--- src/rtl/button_event.sv ---
// Button gesture decoder: turns a debounced level into click / double-click / long-press / repeat pulses.
// Latency: every output is registered; a pulse appears in the cycle the FSM enters its new state.
// Backpressure: none; pulses are fire-and-forget, one cycle wide, mutually exclusive.
//
// Ports:
//   clk_i    - single clock
//   rst_ni   - synchronous active-low reset
//   push_i   - debounced button level, synchronous to clk_i
//   click_o  - single-click pulse
//   dclick_o - double-click pulse
//   long_o   - long-press pulse
//   rpt_o    - auto-repeat pulse (constant 0 unless BTN_AUTO_REPEAT_EN is defined)
//   held_o   - high while the FSM is in PRESS1, PRESS2 or LONG
//
// Build option: define BTN_AUTO_REPEAT_EN to emit rpt_o every RPT_T ticks while in LONG.
module button_event #(
    parameter int unsigned TICK_N = 16,     // tick = 2^TICK_N clk_i cycles
    parameter logic [7:0]  LONG_T = 8'd200, // long-press threshold, ticks
    parameter logic [7:0]  DBL_T  = 8'd100, // double-click window, ticks
    parameter logic [7:0]  RPT_T  = 8'd40   // auto-repeat period, ticks
) (
    input  logic clk_i,
    input  logic rst_ni,
    input  logic push_i,
    output logic click_o,
    output logic dclick_o,
    output logic long_o,
    output logic rpt_o,
    output logic held_o
);

    typedef enum logic [2:0] {
        IDLE,
        PRESS1,
        WAIT2,
        PRESS2,
        LONG
    } state_t;

    state_t            state;
    logic [TICK_N-1:0] pre;
    logic [7:0]        tcnt;
    logic              push_q;

    logic tick;
    logic rise;

    assign tick = &pre;
    // push_q resets high so a button held through reset never looks like a new press.
    assign rise = push_i & ~push_q;

`ifndef BTN_AUTO_REPEAT_EN
    assign rpt_o = 1'b0;
`endif

    always_ff @(posedge clk_i) begin
        if (!rst_ni) begin
            state    <= IDLE;
            pre      <= '0;
            tcnt     <= 8'd0;
            push_q   <= 1'b1;
            click_o  <= 1'b0;
            dclick_o <= 1'b0;
            long_o   <= 1'b0;
            held_o   <= 1'b0;
`ifdef BTN_AUTO_REPEAT_EN
            rpt_o    <= 1'b0;
`endif
        end else begin
            push_q   <= push_i;
            click_o  <= 1'b0;
            dclick_o <= 1'b0;
            long_o   <= 1'b0;
`ifdef BTN_AUTO_REPEAT_EN
            rpt_o    <= 1'b0;
`endif
            // Free-running timebase; the clears below override these on a
            // transition so every timeout is measured from state entry.
            pre <= pre + 1'b1;
            if (tick && tcnt != 8'hFF) begin
                tcnt <= tcnt + 8'd1;
            end

            case (state)
                IDLE: begin
                    if (rise) begin
                        state  <= PRESS1;
                        pre    <= '0;
                        tcnt   <= 8'd0;
                        held_o <= 1'b1;
                    end
                end
                PRESS1: begin
                    // Release is tested first so it wins over a coincident expiry.
                    if (!push_i) begin
                        state  <= WAIT2;
                        pre    <= '0;
                        tcnt   <= 8'd0;
                        held_o <= 1'b0;
                    end else if (tick && tcnt == LONG_T - 8'd1) begin
                        state  <= LONG;
                        pre    <= '0;
                        tcnt   <= 8'd0;
                        long_o <= 1'b1;
                    end
                end
                WAIT2: begin
                    // Press is tested first so it wins over a coincident expiry.
                    if (push_i) begin
                        state    <= PRESS2;
                        pre      <= '0;
                        tcnt     <= 8'd0;
                        dclick_o <= 1'b1;
                        held_o   <= 1'b1;
                    end else if (tick && tcnt == DBL_T - 8'd1) begin
                        state   <= IDLE;
                        pre     <= '0;
                        tcnt    <= 8'd0;
                        click_o <= 1'b1;
                    end
                end
                PRESS2: begin
                    if (!push_i) begin
                        state  <= IDLE;
                        pre    <= '0;
                        tcnt   <= 8'd0;
                        held_o <= 1'b0;
                    end
                end
                LONG: begin
                    if (!push_i) begin
                        state  <= IDLE;
                        pre    <= '0;
                        tcnt   <= 8'd0;
                        held_o <= 1'b0;
`ifdef BTN_AUTO_REPEAT_EN
                    end else if (tick && tcnt == RPT_T - 8'd1) begin
                        // Restart the period in place; the state itself does not change.
                        pre   <= '0;
                        tcnt  <= 8'd0;
                        rpt_o <= 1'b1;
`endif
                    end
                end
                default: begin
                    state  <= IDLE;
                    pre    <= '0;
                    tcnt   <= 8'd0;
                    held_o <= 1'b0;
                end
            endcase
        end
    end

endmodule

--- config.mk ---
export PLATFORM = sky130hd
export DESIGN_NAME = button_event
export DESIGN_NICKNAME = d
export VERILOG_FILES = /design/src/rtl/button_event.sv
export SDC_FILE = /design/constraint.sdc
export NUM_CORES = 1
export LEC_CHECK = 0
export CAP_MARGIN = 0
export CORE_MARGIN = 2
export CORE_UTILIZATION = 40
export DETAILED_ROUTE_END_ITERATION = 8
export GPL_ROUTABILITY_DRIVEN = 0
export GPL_TIMING_DRIVEN = 0
export SYNTH_ARGS = -nofsm -noshare
export SYNTH_HDL_FRONTEND = slang
export SYNTH_SLANG_ARGS = --single-unit
export TNS_END_PERCENT = 5
--- constraint.sdc ---
create_clock -name clk_i -period 2.7 [get_ports clk_i]
set_clock_uncertainty 0.15 [all_clocks]
set_input_delay 0.54 -clock clk_i [delete_from_list [all_inputs] [get_ports clk_i]]
set_output_delay 0.54 -clock clk_i [all_outputs]
set_load 0.005 [all_outputs]
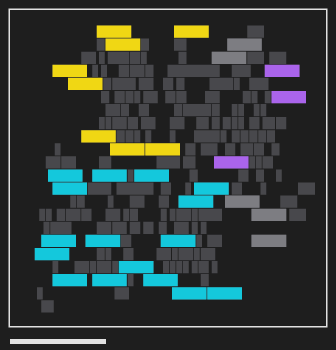
*Register map, names as in the netlist*
The bar under the picture is 20 µm long.
Cyan is pre, flops 16. Yellow is tcnt, flops 8. Purple is state, flops 3.
Another 5 sequential cells are not colored.
area taken by flip-flops and latches: 640.6 µm²
final core utilization: 0.4754
register fraction of the total cell area: 0.3681
total sequential power: 534 µW

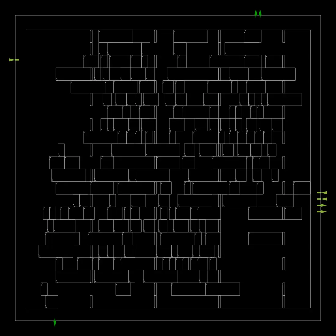
*Cell outlines without signal wires*
number of fill cells in the layout: 369
number of flip-flops and latches: 32
core region area: 3661 µm²
Tapcell Cnt: 48
Layout Cells excl Fill: 239

==> metrics.json <==
{
  "outcome": {"value": "completed"},
  "worstSetupStartpointType": {"value": "input pin"},
  "grtUsageTotal": {"value": 0.1560},
  "fin_hold_ws": {"value": 0.3074, "unit": "ns"},
  "worstSkewPairLatency": {"value": 0.28, "unit": "ns"},
  "num-nets-final": {"value": 195},
  "vias_per_cell": {"value": 5.314},
  "antennaDiodeCount": {"value": 0},
  "hold_path_class": {"value": "reg -> reg"},
  "post_dp_cell_area": {"value": 1633, "unit": "µm²"},
  "post_synth_xor_xnor_area": {"value": 0.1035},
  "cts_max_level": {"value": 2},
  "post-route-worst-setup-slack": {"value": 0.4472, "unit": "ns"},
  "netlist.area_leader.share": {"value": 0.4207},
  "floorplan.rows": {"value": 22},
  "total_power": {"value": 1217, "unit": "µW"},
  "syn_inst": {"value": 178},
  "buf_share": {"value": 0.05104},
  "die_ht": {"value": 65.70, "unit": "µm"},
  "period_minus_slack": {"value": 2.253, "unit": "ns"},
  "power_switching": {"value": 345.2, "unit": "µW"},
  "vias": {"value": 1270},
  "ant_nets": {"value": 0},
  "area_fraction_in_mux_cells": {"value": 0.006574},
  "layout_top_cell": {"value": "dfxtp_1"},
  "comb_area_share": {"value": 0.4759},
  "synthTopCellsByCount": {"value": "32 x dfxtp_1, 31 x nor2_1, 13 x nand2_1, 13 x nand3_1"},
  "internal_power": {"value": 872.2, "unit": "µW"},
  "synthesis.yosys.warnings": {"value": 0},
  "post-route-period-util": {"value": 0.8344},
  "clock_buffer_count": {"value": 6},
  "syn-cell-area": {"value": 1523, "unit": "µm²"},
  "path_clk_slew": {"value": 0.07, "unit": "ns"},
  "crit_start": {"value": "push_i"},
  "avgRoutedWirePerCell": {"value": 12.03, "unit": "µm"},
  "dp_slack": {"value": 0.1582, "unit": "ns"},
  "count_of_flip_flops_with_a_built_in_enable_after_synthesis": {"value": 0},
  "num-nonclk-inverters": {"value": 4},
  "netSwitchingFraction": {"value": 0.2836},
  "numCtsBuffers": {"value": 5},
  "synth_stat.cells": {"value": 178},
  "grt_pass1_wl": {"value": 5.147, "unit": "mm"},
  "finalHoldViolations": {"value": 0},
  "ys_chip_area": {"value": 1523, "unit": "µm²"},
  "setup-violations-final": {"value": 0},
  "synth_top_cell_by_count": {"value": "dfxtp_1"},
  "grt_pass1_vias": {"value": 1212},
  "root_buffer_cell": {"value": "clkbuf_8"},
  "post-dp-hpwl": {"value": 2.054, "unit": "mm"},
  "fraction_of_final_layout_cells_with_drive_strength_greater_than_1": {"value": 0.07853},
  "power.ir.vdd_worst": {"value": 272.2, "unit": "µV"},
  "layout.comb_gates.multi_input": {"value": 135},
  "final_cell_area": {"value": 1740, "unit": "µm²"},
  "route.final.wire_length": {"value": 2.876, "unit": "mm"},
  "r2r.worst_path.cells": {"value": 6},
  "arrival": {"value": 2.28, "unit": "ns"},
  "final.signal_buffer_count": {"value": 12},
  "footprint_of_the_multi_input_gates": {"value": 828.3, "unit": "µm²"},
  "power.density_cell_area": {"value": 699.5, "unit": "nW/µm²"},
  "grt_max_degree": {"value": 11},
  "warning_total_across_the_stage_logs": {"value": 26},
  "clockBufferDepth": {"value": 2},
  "tritoncts_clock_tree": {"value": "yes"},
  "category_of_the_critical_setup_timing_path": {"value": "in -> reg"},
  "cts_resized": {"value": 0},
  "fp.dieW": {"value": 65.70, "unit": "µm"},
  "maxClockFrequency": {"value": 443.9, "unit": "MHz"},
  "synth-compound-area-share": {"value": 0.09203},
  "synth-seq-area-share": {"value": 0.4207},
  "worst-r2r-setup-slack": {"value": 0.52, "unit": "ns"},
  "async_reset_ff_frac": {"value": 0},
  "final_cell_mix": {"value": "32 x dfxtp_1, 31 x nor2_1, 13 x nand3_1, 13 x nand2_1"},
  "port_buffers": {"value": 5},
  "numSynthFlops": {"value": 32},
  "timing.rr.end": {"value": "tcnt[3]$_SDFF_PN0_"},
  "crit_required": {"value": 2.72, "unit": "ns"},
  "crit_path_end_kind": {"value": "register"}
}
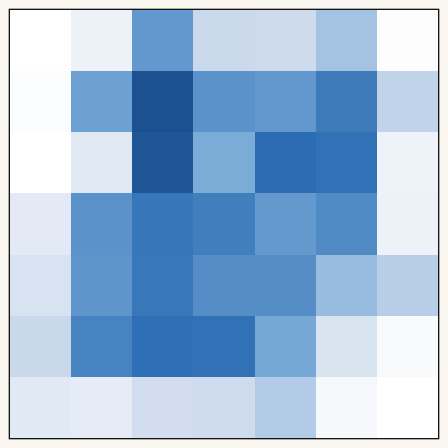
*Local utilization*
The die is cut into 7 by 7 equal tiles; white is low, dark blue is high, 0 to 100% covered.
The emptiest ninth of the die: south-east. 10% of the tiles are nearly empty. The mean over all tiles is 39%. 6.1% of the tiles are over 75% full. The densest ninth of the die: center.
starting density of the core: 0.4159

how the worst min path moves through the flow:
stage	end	slack (ns)	cells past startpoint	start
detailed placement	pre[0]$_SDFF_PN0_	0.30	1	pre[0]$_SDFF_PN0_
CTS	pre[0]$_SDFF_PN0_	0.31	1	pre[0]$_SDFF_PN0_
global placement	pre[0]$_SDFF_PN0_	0.29	1	pre[0]$_SDFF_PN0_
finish	pre[0]$_SDFF_PN0_	0.31	1	pre[0]$_SDFF_PN0_
floorplan	pre[0]$_SDFF_PN0_	0.28	1	pre[0]$_SDFF_PN0_
global route	pre[0]$_SDFF_PN0_	0.34	1	pre[0]$_SDFF_PN0_
sequential cells by signal, summed over array words and instances, names as in the netlist:
register	cells
click_o	1
dclick_o	1
held_o	1
long_o	1
pre	16
push_q	1
state	3
tcnt	8
power by group through the flow:
| stage | Sequential (µW) | Clock (µW) | Combinational (µW) |
|---|---|---|---|
| final | 534 | 448 | 236 |
| after global routing | 539 | 474 | 273 |
| after CTS | 534 | 457 | 239 |
| after detailed placement | 544 | 0 | 237 |
| after global placement | 543 | 0 | 232 |
| after floorplan | 539 | 0 | 175 |
worst max-delay path, stage by stage:
cell and delay (ns):
clkdlybuf4s50_1 0.61, nor2b_1 0.21, o311a_1 0.17, o2111ai_2 0.18, a21oi_4 0.27, buf_4 0.22, nor2_1 0.07
per-layer routing:
layer | up-vias | wire [µm] | global-route usage
met2 | 16 | 1323 | 0.2576
met1 | 598 | 1392 | 0.1824
met5 | - | 0 | 0
met3 | 7 | 95 | 0.05137
met4 | 0 | 64 | 0.07031
li1 | 649 | - | -
Power is estimated from default activity; no workload was simulated.
